## config.mk

```make
export PLATFORM = sky130hd
export DESIGN_NAME = tdm_demux4_8bit
export DESIGN_NICKNAME = d
export VERILOG_FILES = /design/src/rtl/tdm_demux4_8bit.sv
export SDC_FILE = /design/constraint.sdc
export NUM_CORES = 1
export LEC_CHECK = 0
export CAP_MARGIN = 20
export CORE_ASPECT_RATIO = 0.5
export CORE_MARGIN = 1
export CORE_UTILIZATION = 52
export CTS_BUF_LIST = sky130_fd_sc_hd__clkbuf_2
export DETAILED_ROUTE_END_ITERATION = 12
export GPL_TIMING_DRIVEN = 0
export PLACE_DENSITY = 0.84
export SLEW_MARGIN = 20
export SYNTH_ARGS = -nofsm -noshare
export SYNTH_HDL_FRONTEND = slang
export SYNTH_SLANG_ARGS = --single-unit
```

## constraint.sdc

```tcl
create_clock -name clk -period 1.75 [get_ports clk]
set_clock_uncertainty 0.05 [all_clocks]
set_input_delay 0.35 -clock clk [delete_from_list [all_inputs] [get_ports clk]]
set_output_delay 0.35 -clock clk [all_outputs]
set_load 0.005 [all_outputs]
```

## src/rtl/tdm_demux4_8bit.sv

```systemverilog
// tdm_demux4_8bit
// Receive side of a 4-channel TDM link. Serial words arrive as ch0..ch3 and
// are collected per channel. All four parallel outputs update together when
// the channel-3 word of a clean frame is accepted. In HUNT the block waits for
// an in_sof word. Once LOCKED, an in_sof that arrives mid-frame discards the
// partial frame and realigns the channel count to that word.
//
// state  | meaning
// HUNT   | not aligned; words without in_sof are dropped
// LOCKED | aligned; r_chan selects the channel for the next accepted word

module tdm_demux4_8bit #(
    parameter int WIDTH       = 8,
    parameter int REQUIRE_SOF = 1
) (
    input  logic             clk,
    input  logic             rst,
    input  logic             in_valid,
    input  logic [WIDTH-1:0] in_data,
    input  logic             in_sof,
    output logic [WIDTH-1:0] out0,
    output logic [WIDTH-1:0] out1,
    output logic [WIDTH-1:0] out2,
    output logic [WIDTH-1:0] out3,
    output logic             frame_valid,
    output logic [1:0]       chan,
    output logic             locked,
    output logic             sync_err
);

    localparam logic [0:0] ST_HUNT   = 1'b0;
    localparam logic [0:0] ST_LOCKED = 1'b1;

    // Without REQUIRE_SOF the block trusts the link to start on channel 0.
    localparam logic [0:0] ST_RESET  = (REQUIRE_SOF != 0) ? ST_HUNT : ST_LOCKED;

    logic [0:0]       r_state;
    logic [1:0]       r_chan;
    logic [WIDTH-1:0] r_stage0;
    logic [WIDTH-1:0] r_stage1;
    logic [WIDTH-1:0] r_stage2;
    logic [WIDTH-1:0] r_out0;
    logic [WIDTH-1:0] r_out1;
    logic [WIDTH-1:0] r_out2;
    logic [WIDTH-1:0] r_out3;
    logic             r_frame_valid;
    logic             r_sync_err;

    logic             w_sof_word;
    logic             w_data_word;

    // Classify the incoming word; in_sof only counts alongside in_valid.
    always_comb begin
        w_sof_word  = in_valid & in_sof;
        w_data_word = in_valid & ~in_sof;
    end

    // Alignment FSM, channel counter, staging and output registers.
    always_ff @(posedge clk) begin
        if (rst) begin
            r_state       <= ST_RESET;
            r_chan        <= 2'd0;
            r_stage0      <= '0;
            r_stage1      <= '0;
            r_stage2      <= '0;
            r_out0        <= '0;
            r_out1        <= '0;
            r_out2        <= '0;
            r_out3        <= '0;
            r_frame_valid <= 1'b0;
            r_sync_err    <= 1'b0;
        end else begin
            r_frame_valid <= 1'b0;
            r_sync_err    <= 1'b0;
            case (r_state)
                ST_HUNT: begin
                    if (w_sof_word) begin
                        r_stage0 <= in_data;
                        r_chan   <= 2'd1;
                        r_state  <= ST_LOCKED;
                    end
                end
                default: begin
                    if (w_sof_word) begin
                        // Start of frame always realigns; it is only an
                        // error when a partial frame is being thrown away.
                        r_stage0   <= in_data;
                        r_chan     <= 2'd1;
                        r_sync_err <= (r_chan != 2'd0);
                    end else if (w_data_word) begin
                        case (r_chan)
                            2'd0: r_stage0 <= in_data;
                            2'd1: r_stage1 <= in_data;
                            2'd2: r_stage2 <= in_data;
                            default: begin
                                r_out0        <= r_stage0;
                                r_out1        <= r_stage1;
                                r_out2        <= r_stage2;
                                r_out3        <= in_data;
                                r_frame_valid <= 1'b1;
                            end
                        endcase
                        r_chan <= r_chan + 2'd1;
                    end
                end
            endcase
        end
    end

    // Drive the ports directly from their registers.
    always_comb begin
        out0        = r_out0;
        out1        = r_out1;
        out2        = r_out2;
        out3        = r_out3;
        frame_valid = r_frame_valid;
        sync_err    = r_sync_err;
        chan        = r_chan;
        locked      = (r_state == ST_LOCKED);
    end

endmodule
```

A small window of the routed layout:
Region (62, 27) to (82, 47) um. Cells in grey, sequential cells in the stronger grey; small squares are vias.
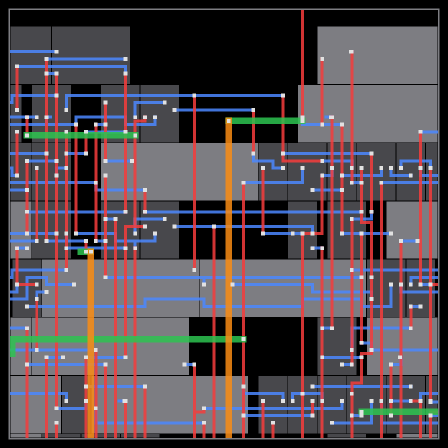
[blue] metal 1
[green] metal 3
[red] metal 2
[orange] metal 4
sequential cells in the window: 7
netlist names of flops here include: out0 (3), r_stage0 (3)
cells with their middle in the window: 33
most frequent: nand2_1 (10), a21oi_1 (7), dfxtp_1 (4)

Port wiring:
(4 px per um)
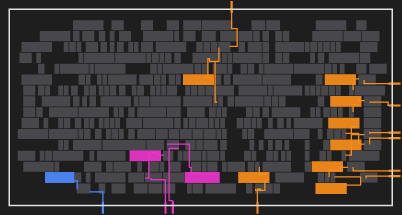
[blue] frame_valid | bits: 1 | direction: output | edge: bottom | end cells: 1 | buffers: 1 | wire: 9.10 um
[orange] out1 | bits: 8 | direction: output | edge: 6 right, 1 bottom, 1 top | end cells: 8 | buffers: 8 | wire: 140 um
[magenta] chan | bits: 2 | direction: output | edge: bottom | end cells: 2 | buffers: 2 | wire: 57.7 um
number of primary I/O pins: 49
number of I/O port buffers: 46

==> flow_results.org <==
#+TITLE: Implementation results

** Run status
- Result of the run :: completed

** Layout
- After layout the clock buffers and inverters come to approximately 3.1% of cell area.
- Most frequent cells in the layout :: 96 x sky130_fd_sc_hd__nand2_1, 57 x sky130_fd_sc_hd__a21oi_1, 35 x sky130_fd_sc_hd__dfxtp_2, 25 x sky130_fd_sc_hd__dfxtp_1, 21 x sky130_fd_sc_hd__dlymetal6s2s_1
- The plain and repair buffers instantiated in the layout total about 70.
- In the finished layout, the clock tree contains a buffer count of 11.
- Flop count :: slightly above 60
- Counting the inverters off the clock network in the layout gives 3.
- between 150 and 200 cells are multi-input combinational gates.
- The layout stage reports a final design area of between 3000 and 4000 um2.
- The finished layout holds 395 standard cells, fillers aside.
- Summing all multi-input logic gate instances after layout gives a little over 900 um2.
- Count of antenna diodes in the layout :: 0
- By area, flip-flops and latches come first.
- The layout report lists the combined flip-flop and latch area as between 1000 and 1500 um2.
- Count of filler cells inserted in the layout :: between 300 and 400
- Leaving out fill and tap cells, the most frequent cell in the layout is sky130_fd_sc_hd__nand2_1.
- Share of the final layout cell area in multi-input gates :: about 30%

** Floorplan
- The floorplan step set the die width to around 95 um.
- Initial Util :: 56.1%
- The die covers 4640 um2.
- Vertical die size :: about 50 um
- Row generation in the floorplan step produced 16 rows.
- According to the floorplan report, the placeable core area is 4040 um2.

** CTS
- CTS sink count :: between 60 and 70
- In this run, post-CTS repair resized a total of roughly 45 instances.
- The clock tree synthesis step divided the H-tree into 3 levels.
- Looking at the clock tree report, the maximum root-to-sink buffer count equals 2.
- TritonCTS built the clock tree.
- The number of setup buffers added after CTS is 2.
- CTS added clock buffers totalling 9.
- Insertion delay to the later sink of the worst-skew pair :: approximately 0.5 ns
- For this design, the CTS-stage hold fixing added 0 buffers.

** Synthesis
- The synthesized netlist devotes 2.21% of its cell area to adder and majority cells.
- Post-synthesis cell type count :: 21
- Synth Net Count :: roughly 290
- Register share after synthesis :: 53.9%
- The chip area line in the Yosys stat output reads between 2000 and 2500 um2.
- Flop and latch count out of synthesis :: 61
- In the post-synthesis netlist, the biggest area contributors are sky130_fd_sc_hd__dfxtp_1 54%, sky130_fd_sc_hd__nand2_1 16%, sky130_fd_sc_hd__a21oi_1 13%.
- The synthesis report lists the Yosys warning total as 0.
- Number of cells in the yosys synthesis report :: 275
- Count of flip-flops with a built-in enable after synthesis :: 0
- Top cells by count :: 96 x sky130_fd_sc_hd__nand2_1, 61 x sky130_fd_sc_hd__dfxtp_1, 57 x sky130_fd_sc_hd__a21oi_1
- Leading register cell type out of synthesis :: sky130_fd_sc_hd__dfxtp_1
- The largest total area in the synthesized netlist belongs to sky130_fd_sc_hd__dfxtp_1.
- Per the post-synthesis stats, the area per cell is around 8.2 um2.
- After synthesis, the share of flip-flops with an asynchronous set or reset is 0%.
- Summing the areas of all xor and xnor instances in the mapped netlist gives 0% of the synthesized area.
- The most frequently used library cell after synthesis is sky130_fd_sc_hd__nand2_1.
- The cell area that synthesis handed to floorplanning was about 2300 um2.

** Timing
- The flow reports an fmax of between 500 and 600 MHz.
- Adding up every negative setup slack in the final design gives 0 ns.
- In the post-route analysis, the smallest setup slack over all paths is between 0.04 and 0.05 ns.
- Worst Hold Margin :: 0.217 ns
- Final setup violation count :: 0
- Post-route period utilization is reported as a little over nine tenths.
- Final slew viol count :: 0
- The pin closest to its max-slew limit shows a slew of about 0.56 ns.
- RSZ-0062 raised after global routing :: false
- Headroom to the max-slew limit came out at about 63%.

** Route
- Remaining DRCs :: 0
- Routed metal-1 wire length :: between 2000 and 2500 um
- After the first detailed-routing iteration, the DRC count stood at ~210.
- Dividing the detail-routed wire length by the instance count gives around 15 um.
- Wire segments on met2 add up to around 2700 um in the final route.
- Per the detail_route log, the uppermost layer with routed signals is met4.
- Ratio of routed vias to standard cells :: 5.39
- Number of iterations in the first detailed-routing pass :: 5

** Setup path
- According to the timing report, the data required time at the worst endpoint equals between 1 and 1.5 ns.
- STA lists the endpoint of the worst register-to-register path as out0[5].
- Worst setup path startpoint :: frame_valid
- Capture point of the worst path :: frame_valid
- At the worst endpoint, the arrival time is around 1.3 ns.
- The report shows a maximum critical-path fanout of 1.
- The signal on the critical path passes through clkdlybuf4s50_1.
- The longest incremental delay of any stage on the critical path is reported as roughly 0.5 ns.
- The worst setup path is captured at an output pin.
- Slowest cell on the critical path :: sky130_fd_sc_hd__clkdlybuf4s50_1
- Startpoint-to-endpoint class of the critical path :: register to output pin
- The timing report notes that buffer and inverter cells on the critical path total 1.
- For the worst flop-to-flop path, the logic depth is 8.
- Delay-heaviest family, CP :: buffers and inverters
- R2R Path Start :: chan[1]

** Global routing
- For this run the aggregate overflow at the end of global routing stands at 0.
- Vias in the first global route :: around 1900
- Number of antenna violations at the first check in global routing :: 0
- Busiest grt layer :: met2
- The first global-routing pass estimated approximately 9100 um of wire.
- GR Layer Usage met1 :: around a third

** Power
- Switching power as a fraction of the total was reported as between 20% and 30%.
- Top Consumer :: sequential cells
- Power per Cell Area :: 785 nW/um2
- In this run, power in combinational logic comes to 0.144 mW.
- The final power report lists total power as approximately 2.4 mW.
- Logic gate share of total power :: 6.1%
- IR analysis of the VDD net gives a maximum drop of between 0.4 and 0.5 mV.
- Proportion of power drawn by flip-flops and latches :: between 50% and 60%
- In this run the power spent charging and discharging nets is just under 0.6 mW.
- Of the total power, the clock network draws approximately 34%.

** Worst hold path
- Path type of the worst min-delay path :: input pin to register
- Launch instance of the worst min-delay path :: rst
- In the hold timing report, the worst path depth is 3.

** Placed design
- Timing analysis after detailed placement gives a worst setup slack of -0.148 ns.

** Job
- Count of tool warnings :: 29
M2 wires:
(4 px per um) Cells faint in the background.
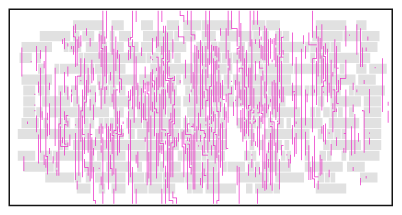
nets with wire on the layer: 292
wire length on this layer: 2670 um
share of all routed wire: 46%
main direction: vertical
wire length reported by the detailed router: 5820 um
total via count in the routed design: 2131
M2 GR Usage: 40.5%

Power is estimated from default activity; no workload was simulated.
